[config.mk]
export PLATFORM = sky130hd
export DESIGN_NAME = regfile_dumper
export DESIGN_NICKNAME = d
export VERILOG_FILES = /design/src/rtl/regfile_dumper_pkg.sv /design/src/rtl/regfile_dumper.sv
export SDC_FILE = /design/constraint.sdc
export NUM_CORES = 1
export LEC_CHECK = 0
export CAP_MARGIN = 15
export CORE_AREA = 2 2 71 73
export CTS_BUF_LIST = sky130_fd_sc_hd__clkbuf_4
export DETAILED_ROUTE_END_ITERATION = 10
export DIE_AREA = 0 0 73 75
export GPL_ROUTABILITY_DRIVEN = 0
export PLACE_DENSITY = 0.81
export SYNTH_ARGS = -nofsm -noshare
export SYNTH_HDL_FRONTEND = slang
export SYNTH_SLANG_ARGS = --single-unit
export TNS_END_PERCENT = 10
[constraint.sdc]
create_clock -name clock -period 2 [get_ports clock]
set_input_delay 0.4 -clock clock [delete_from_list [all_inputs] [get_ports clock]]
set_output_delay 0.4 -clock clock [all_outputs]
set_load 0.01 [all_outputs]
[src/rtl/regfile_dumper_pkg.sv]
// rtl/regfile_dumper_pkg.sv - shared FSM state type for the register file dumper
package regfile_dumper_pkg;

  typedef enum logic [1:0] {
    IDLE = 2'd0,
    LOAD = 2'd1,
    SEND = 2'd2,
    FIN  = 2'd3
  } state_t;

endpackage

[src/rtl/regfile_dumper.sv]
// rtl/regfile_dumper.sv - walks a register file read port and streams every register out with a valid/ready handshake
module regfile_dumper
  import regfile_dumper_pkg::*;
#(
  parameter  int Nreg  = 32,
  parameter  int Dbits = 32,
  localparam int Aw    = (Nreg > 1) ? $clog2(Nreg) : 1
) (
  input  logic             clock,
  input  logic             reset_n,
  input  logic             start,
  output logic             busy,
  output logic             done,
  output logic [Aw-1:0]    rd_addr,
  input  logic [Dbits-1:0] rd_data,
  output logic             out_valid,
  input  logic             out_ready,
  output logic [Dbits-1:0] out_data,
  output logic [Aw-1:0]    out_addr,
  output logic             out_last
);

  localparam logic [Aw-1:0] LastAddr = Aw'(Nreg - 1);

  state_t           r_state;
  logic [Aw-1:0]    r_cnt;
  logic             r_busy;
  logic             r_done;
  logic             r_out_valid;
  logic [Dbits-1:0] r_out_data;
  logic [Aw-1:0]    r_out_addr;
  logic             r_out_last;
  logic             w_last_cnt;

  assign w_last_cnt = (r_cnt == LastAddr);

  always_ff @(posedge clock or negedge reset_n) begin
    if (!reset_n) begin
      r_state     <= IDLE;
      r_cnt       <= '0;
      r_busy      <= 1'b0;
      r_done      <= 1'b0;
      r_out_valid <= 1'b0;
      r_out_data  <= '0;
      r_out_addr  <= '0;
      r_out_last  <= 1'b0;
    end else begin
      case (r_state)
        IDLE: begin
          if (start) begin
            r_cnt   <= '0;
            r_busy  <= 1'b1;
            r_state <= LOAD;
          end
        end
        LOAD: begin
          // rd_addr is the counter itself, so rd_data already belongs to this word
          r_out_data  <= rd_data;
          r_out_addr  <= r_cnt;
          r_out_last  <= w_last_cnt;
          r_out_valid <= 1'b1;
          r_state     <= SEND;
        end
        SEND: begin
          if (r_out_valid && out_ready) begin
            r_out_valid <= 1'b0;
            r_out_last  <= 1'b0;
            if (w_last_cnt) begin
              r_done  <= 1'b1;
              r_state <= FIN;
            end else begin
              r_cnt   <= r_cnt + 1'b1;
              r_state <= LOAD;
            end
          end
        end
        FIN: begin
          r_done  <= 1'b0;
          r_busy  <= 1'b0;
          r_state <= IDLE;
        end
        default: r_state <= IDLE;
      endcase
    end
  end

  assign busy      = r_busy;
  assign done      = r_done;
  assign rd_addr   = r_cnt;
  assign out_valid = r_out_valid;
  assign out_data  = r_out_data;
  assign out_addr  = r_out_addr;
  assign out_last  = r_out_last;

endmodule

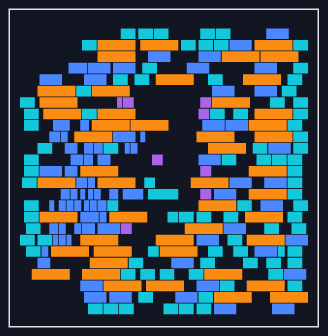
Figure 1: cells colored by class.
color	class	cells
purple	clock drivers and dummy loads	8
orange	flops	48
cyan	other buffers and delay cells	87
blue	combinational and other logic	78
Seq area share: 0.400
fin area: 0.00300 mm²
fin util: 0.643
row cnt: 25

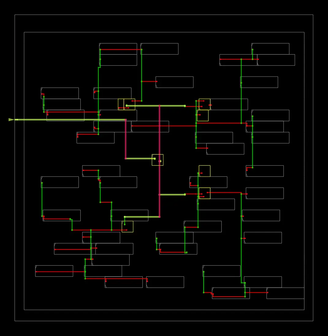
Figure 2: clock routing.
CTS buffer count: 5
CLK BUF: 7
clock sink count: 48
Clk. pwr: 0.439 mW

==> changes_impl.md <==
### Metrics

* Status: completed
* Antenna Nets Post-Route at 0
* Worst EP arrival at 2.12 ns
* Vias at 1391
* Via density at 5.06
* Synthesized area at 0.00207 mm²
* CTS tree: built
* DR WL/cell at 15.8 µm
* HP Start: out_data[18]
* Die area at 0.00548 mm²
* Crit-path leading delay family: flip-flops
* Final hold slack at 0.521 ns
* Tool Warnings at 26
* DRC violation total after the first TritonRoute iteration at 53
* Ant diodes at 0
* Detailed Place HPWL at 3120 µm
* Sw Share at 0.308
* Final Slew Violations at 0
* Vias in the first global route at 1347
* Synth cell types at 25
* Final cell count without fillers at 275
* Met2 usage at 0.235
* Routed WL at 4340 µm
* Top Ports at 82
* Post-layout minimum cycle time at 1.89 ns
* Yosys stat area at 0.00207 mm²
Power and IR drop assume default switching activity.
